==> run_1/layer_met3.png <==
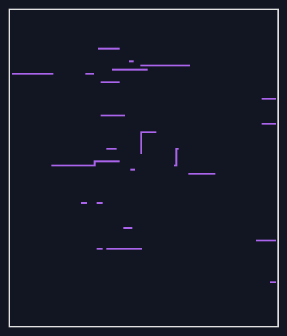
==> run_1/flops_by_reg.png <==
Other sequential cells in the stronger grey, the rest of the logic in the fainter grey.
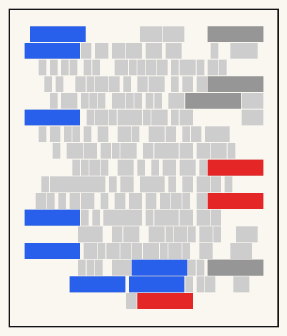
==> run_1/metal_density.png <==
The die is cut into 9 by 10 equal tiles; black is low, pale yellow is high, scaled to the fullest tile. Values are wire area over tile area, all layers added.
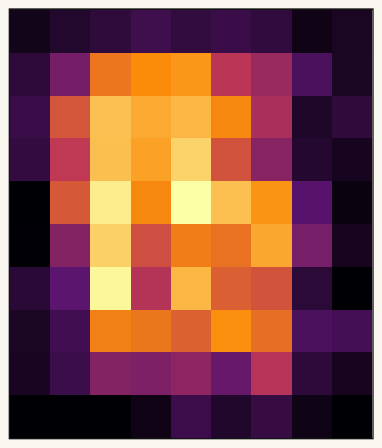
==> run_1/io_fan.png <==
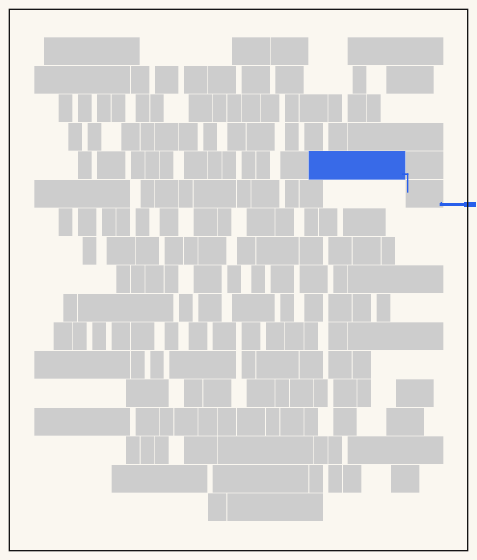
**config.mk**
```make
export PLATFORM = sky130hd
export DESIGN_NAME = press_event_controller
export DESIGN_NICKNAME = d
export VERILOG_FILES = /design/src/rtl/press_event_controller.sv
export SDC_FILE = /design/constraint.sdc
export NUM_CORES = 1
export LEC_CHECK = 0
export ABC_AREA = 1
export CAP_MARGIN = 0
export CORE_ASPECT_RATIO = 1.2
export CORE_MARGIN = 2
export CORE_UTILIZATION = 56
export DETAILED_ROUTE_END_ITERATION = 8
export GPL_ROUTABILITY_DRIVEN = 0
export PLACE_DENSITY = 0.76
export SYNTH_ARGS = -nofsm -noshare
export SYNTH_HDL_FRONTEND = slang
export SYNTH_SLANG_ARGS = --single-unit
export TNS_END_PERCENT = 5
```
**constraint.sdc**
```tcl
create_clock -name clk -period 1.5 [get_ports clk]
set_input_delay 0.3 -clock clk [delete_from_list [all_inputs] [get_ports clk]]
set_output_delay 0.3 -clock clk [all_outputs]
set_load 0.01 [all_outputs]
```
**src/rtl/press_event_controller.sv**
```systemverilog
// Debounced push-button event sequencer: turns a synchronized press level into
// one-cycle press, auto-repeat and release pulses plus a debounced level.
module press_event_controller #(
  parameter int DEBOUNCE_CYCLES = 4,
  parameter int HOLD_CYCLES     = 16,
  parameter int REPEAT_CYCLES   = 8,
  parameter int CNT_W           = 8
) (
  input  logic clk,
  input  logic rst,
  input  logic syncpress_i,
  input  logic en_i,
  output logic SP_o,
  output logic RP_o,
  output logic REL_o,
  output logic pressed_o
);

  typedef enum logic [2:0] {
    IDLE,
    DEB_PRESS,
    HELD,
    REPEAT,
    DEB_REL
  } state_t;

  // Each terminal count is "parameter minus one" because the edge that reaches
  // it is itself the N-th qualifying edge.
  localparam logic [CNT_W-1:0] DEB_LAST  = CNT_W'(DEBOUNCE_CYCLES - 1);
  localparam logic [CNT_W-1:0] HOLD_LAST = CNT_W'(HOLD_CYCLES - 1);
  localparam logic [CNT_W-1:0] REP_LAST  = CNT_W'(REPEAT_CYCLES - 1);
  localparam logic [CNT_W-1:0] CNT_ONE   = CNT_W'(1);
  localparam bit               DEB_ONE   = (DEBOUNCE_CYCLES == 1);

  state_t           state;
  logic [CNT_W-1:0] cnt;
  logic             sp, rp, rel, pressed;

  // NOTE: all state and outputs use non-blocking assignments so every register
  // samples the pre-edge values regardless of statement order.
  always_ff @(posedge clk or negedge rst) begin
    if (!rst) begin
      state   <= IDLE;
      cnt     <= '0;
      sp      <= 1'b0;
      rp      <= 1'b0;
      rel     <= 1'b0;
      pressed <= 1'b0;
    end else begin
      // NOTE: pulses default low every edge so each one lasts exactly one cycle.
      sp  <= 1'b0;
      rp  <= 1'b0;
      rel <= 1'b0;
      if (!en_i) begin
        state   <= IDLE;
        cnt     <= '0;
        pressed <= 1'b0;
      end else begin
        unique case (state)
          IDLE: begin
            if (syncpress_i) begin
              if (DEB_ONE) begin
                state   <= HELD;
                cnt     <= '0;
                sp      <= 1'b1;
                pressed <= 1'b1;
              end else begin
                state <= DEB_PRESS;
                cnt   <= CNT_ONE;
              end
            end
          end
          DEB_PRESS: begin
            if (!syncpress_i) begin
              state <= IDLE;
              cnt   <= '0;
            end else if (cnt == DEB_LAST) begin
              state   <= HELD;
              cnt     <= '0;
              sp      <= 1'b1;
              pressed <= 1'b1;
            end else begin
              cnt <= cnt + CNT_ONE;
            end
          end
          HELD, REPEAT: begin
            if (!syncpress_i) begin
              if (DEB_ONE) begin
                state   <= IDLE;
                cnt     <= '0;
                rel     <= 1'b1;
                pressed <= 1'b0;
              end else begin
                state <= DEB_REL;
                cnt   <= CNT_ONE;
              end
            end else if (cnt == ((state == HELD) ? HOLD_LAST : REP_LAST)) begin
              // Staying in REPEAT also restarts the interval.
              state <= REPEAT;
              cnt   <= '0;
              rp    <= 1'b1;
            end else begin
              cnt <= cnt + CNT_ONE;
            end
          end
          DEB_REL: begin
            if (syncpress_i) begin
              state <= HELD;
              cnt   <= '0;
            end else if (cnt == DEB_LAST) begin
              state   <= IDLE;
              cnt     <= '0;
              rel     <= 1'b1;
              pressed <= 1'b0;
            end else begin
              cnt <= cnt + CNT_ONE;
            end
          end
          default: begin
            state   <= IDLE;
            cnt     <= '0;
            pressed <= 1'b0;
          end
        endcase
      end
    end
  end

  assign SP_o      = sp;
  assign RP_o      = rp;
  assign REL_o     = rel;
  assign pressed_o = pressed;

endmodule

```
==> GITHUB_STEP_SUMMARY, run 1 <==
### Flow metrics

| Metric | Value |
|---|---|
| Multi-input gates | `110` |
| Complex Gates by Area | `6.999%` |
| Clk network pwr share | `17.8%` |
| Crit path largest cell delay | `0.52 ns` |
| Flip-flops with a built-in enable | `0` |
| GR Util met1 | `30.07%` |
| Worst Path Max Fanout | `1` |
| Vias in the first global route | `1086` |
| Final period utilization | `96.54%` |
| Final clock skew | `0.001298 ns` |
| Non-clock buffer count | `22` |
| Initial antenna violation count | `0` |
| Stages on the worst setup path | `1` |
| M2 GR Usage | `45.83%` |
| Worst reg-to-reg path cell count | `10` |
| Floorplan Nets | `153` |
| Dominant comb cell | `simple AND/OR/NAND/NOR gates` |
| Crit-path cells | `clkdlybuf4s50_1` |
| Max Transition Viols Final | `0` |
| Placed Instance Area | `1242 sq um` |
| Non-clk buf share | `14.40%` |
| Critical path class | `flop to output port` |
| CP Data Required Time | `1.20 ns` |
| Worst Setup SP | `RP_o$_DFF_PN0_` |
| Clk sink count | `15` |
| Post-synth top cells | `nand2_1, inv_1, nand3_1` |
| Slew headroom | `84.28%` |
| Tap cells | `19` |
| Post-Syn Instances | `148` |
| Top register by number of flip-flops | `cnt` |
| Area of the mapped netlist | `1055 sq um` |
| Tot Pwr | `1.352 mW` |
| #FFs+latches synth | `15` |
| Largest register FFs | `8` |
| DRC | `0` |
| Largest power group | `combinational logic` |
| Ys async rst share | `100.0%` |
| Run status | `finished clean` |
| Crit start category | `flop` |
| HPWL after DPL | `1978 um` |
| Max_cap viols | `0` |
| Sequential fraction of design power | `38.1%` |
| Filler cell count | `145` |
| Critical path's slowest cell | `clkdlybuf4s50_1` |
| Most frequent logic cell in the layout | `nand2_1` |
| DRT iter0 DRCs | `38` |
| F_max | `690.6 MHz` |
| Final Hold Fails | `0` |
| CP Buf/Inv Count | `1` |
| Non-Filler Instances | `191` |
| Diode count | `0` |
| Critical Path Sink | `RP_o` |
| Wire length on met2 | `1297 um` |
| Max clock buf depth | `2` |
| Layer with the highest usage | `met2` |
| Main area contributors | `dfrtp_1, nand2_1, nand3_1, nand4_1, inv_1` |
| Clk ins delay skew pair | `0.29 ns` |
| Max layer used | `met4` |
| CTS clk-pin slew, worst paths | `0.09 ns` |
| H-tree levels | `1` |
| Dominant cell area share | `35.59%` |
| Seq area share | `29.18%` |
-- layer_met3.png (at the start) --
- share of all routed wire: 2.9%
- nets with wire on the layer: 17
- main direction: horizontal
total wire length: 2559 um
grt met3 use: 2.778%

-- flops_by_reg.png (at the start) --
- state: red (placed flops 3)
- cnt: blue (placed flops 8)
- not coloured: 4
register area: 375.4 sq um
Seq. pwr: 0.515 mW

-- metal_density.png (at the start) --
- densest ninth of the die: middle
- fullest tile: 0.48
- nearly empty tiles: 7.8%
- mean over tiles: 0.18
Vias: 1102
Tot GR Track Use: 25.83%
detailed-route wire length per cell: 13.40 um

-- io_fan.png (at the start) --
- REL_o: blue (bits 1; direction output; edge right; end cells 1; buffers 1; wire 4.40 um)
io pins: 8
PortBufs: 7

==> inputs of run 2 (changes only) <==
--- a/config.mk
+++ b/config.mk
@@ -12,6 +12,7 @@
 export CORE_UTILIZATION = 56
 export DETAILED_ROUTE_END_ITERATION = 8
 export GPL_ROUTABILITY_DRIVEN = 0
+export GPL_TIMING_DRIVEN = 1
 export PLACE_DENSITY = 0.76
 export SYNTH_ARGS = -nofsm -noshare
 export SYNTH_HDL_FRONTEND = slang
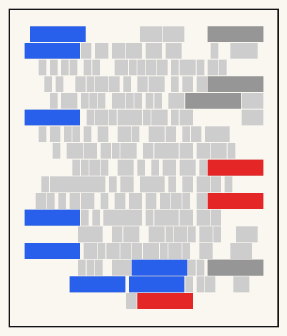
(run_2/flops_by_reg.png)
Other sequential cells in the stronger grey, the rest of the logic in the fainter grey.
- state: red (placed flops 3)
- cnt: blue (placed flops 8)
- not coloured: 4
final design utilization: 71.14%
Seq area share: 29.18%

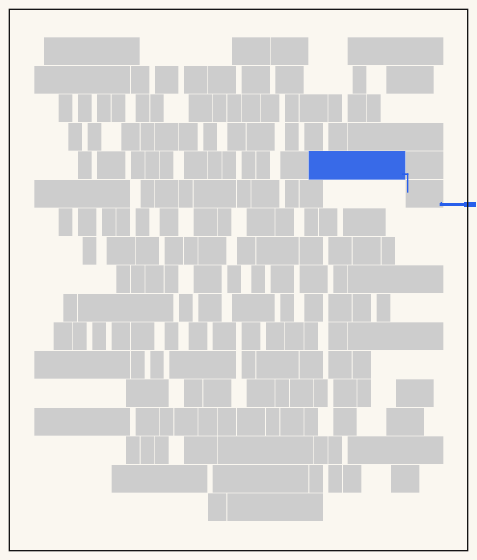
(run_2/io_fan.png)
- REL_o: blue (bits 1; direction output; edge right; end cells 1; buffers 1; wire 4.40 um)

==> run 2 against run 1 <==
Clock skew is the same. Fmax is the same. Critical endpoint unchanged. Routed wire length unchanged. Clock-buffer cell count is the same. Cell area unchanged. Via count did not move. Critical path type unchanged. Sequential power hardly changed. Die size unchanged. Utilization unchanged. Setup slack did not move.
==> GITHUB_STEP_SUMMARY, run 2 <==
### Flow metrics

| Metric | Value |
|---|---|
| CP Data Required Time | `1.20 ns` |
| Cell accounting for the most synthesized area | `dfrtp_1` |
| Count leader, synth | `nand2_1` |
| Worst Setup SP | `RP_o$_DFF_PN0_` |
| PortBufs | `7` |
| Initial antenna violation count | `0` |
| Cell row count | `17` |
| Post-synth top cells | `nand2_1, inv_1, nand3_1` |
| Flip-flops with a built-in enable | `0` |
| Clock-cell share of area | `2.043%` |
| Filler cell count | `145` |
| Fraction of area in multi-input gates | `46.01%` |
| Critical path's slowest cell | `clkdlybuf4s50_1` |
| Vias | `1102` |
| Gate power share | `44.2%` |
| Placed Instance Area | `1242 sq um` |
| Largest registers | `cnt: 8 flops, state: 3 flops` |
| Net Sw Power | `0.5735 mW` |
| Critical Path Sink | `RP_o` |
| Diode count | `0` |
| F_max | `690.6 MHz` |
| Hold Crit Class | `input pin to async pin` |
| M1 wire length | `1117 um` |
| Top_reg_cell synth | `dfrtp_1` |
| Slew headroom | `84.28%` |
| Yosys stat area | `1055 sq um` |
| Mean post-synth cell area | `7.127 sq um` |
| Register area | `375.4 sq um` |
| Non-Filler Instances | `191` |
| Area of the mapped netlist | `1055 sq um` |
| Run status | `finished clean` |
| DRC | `0` |
| Non-clk buf share | `14.40%` |
| Complex Gates by Area | `6.999%` |
| Count of non-CTS inverters in the layout | `21` |
| Clkbuf count | `4` |
| Dominant comb cell | `simple AND/OR/NAND/NOR gates` |
| HPWL after DPL | `1978 um` |
| Largest register FFs | `8` |
| Post-CTS Hold Fix Bufs | `0` |
| Leak | `0.6407 nW` |
| Worst reg-to-reg path cell count | `10` |
| 1st-pass router iterations | `4` |
| Clk network pwr share | `17.8%` |
| Total wire length | `2559 um` |
| Met3 wire length | `73 um` |
| Clk sink count | `15` |
| Largest power group | `combinational logic` |
| CP delay by family, top | `buffers and inverters` |
| Top register by number of flip-flops | `cnt` |
| Worst Path Max Fanout | `1` |
| #FFs+latches synth | `15` |
| Post-Syn Instances | `148` |
| Worst reg2reg startpoint | `cnt[6]$_DFFE_PN0N_` |
| Largest net degree at the start of global routing | `16` |
| Main area contributors | `dfrtp_1, nand2_1, nand3_1, nand4_1, inv_1` |
| DR vias/cell | `5.770` |
| Dominant cell area share | `35.59%` |
| Max_cap viols | `0` |
| Area growth, synth to finish | `21.95%` |
| Crit path largest cell delay | `0.52 ns` |
| Tot GR Track Use | `25.83%` |
| Clk ins delay skew pair | `0.29 ns` |
| CTS clk-pin slew, worst paths | `0.09 ns` |
| M2 GR Usage | `45.83%` |
| Internal | `0.7786 mW` |
| Final period utilization | `96.54%` |
| Post-cts sizing count | `1` |
| Critical path class | `flop to output port` |
| Sequential fraction of design power | `38.1%` |
| Max clock buf depth | `2` |
| R2R setup slack | `0.06 ns` |
| Xor/xnor share | `0.8304%` |
| Vias in the first global route | `1086` |
| Post-route cell area | `1286 sq um` |
| Crit start category | `flop` |
| Max Transition Viols Final | `0` |
| Stages on the worst setup path | `1` |
| Most frequent logic cell in the layout | `nand2_1` |
| Clock Power | `0.240 mW` |
| H-tree levels | `1` |
| Wire length on met2 | `1297 um` |
| Ys Warns | `0` |
| CP Buf/Inv Count | `1` |
| Placed insts | `187` |
| Layer with the highest usage | `met2` |
| GR Util met1 | `30.07%` |
| Io pins | `8` |
| Max layer used | `met4` |
| Tot Pwr | `1.352 mW` |
| Tap cells | `19` |
| Final clock skew | `0.001298 ns` |
| Seq. pwr | `0.515 mW` |
| Crit-path cells | `clkdlybuf4s50_1` |
| DRT iter0 DRCs | `38` |
| Multi-input gates | `110` |
| Fin crit period | `1.448 ns` |
| Detailed-route wire length per cell | `13.40 um` |
| Final Hold Fails | `0` |
| Nets | `178` |
| Non-clock buffer count | `22` |
| Max VDD drop | `0.0005744 V` |
| Area-dominant class | `multi-input combinational cells` |
| RSZ-0062 raised after global routing | `true` |
| Top Layout Cells | `nand2_1, inv_1, nand3_1` |
| Total CTS buffers | `3` |
| TNS Setup | `0 ns` |
| Floorplan Nets | `153` |
| Grt met3 use | `2.778%` |
| Ys async rst share | `100.0%` |
No activity file was given, so power comes from the tool's default toggle rates.
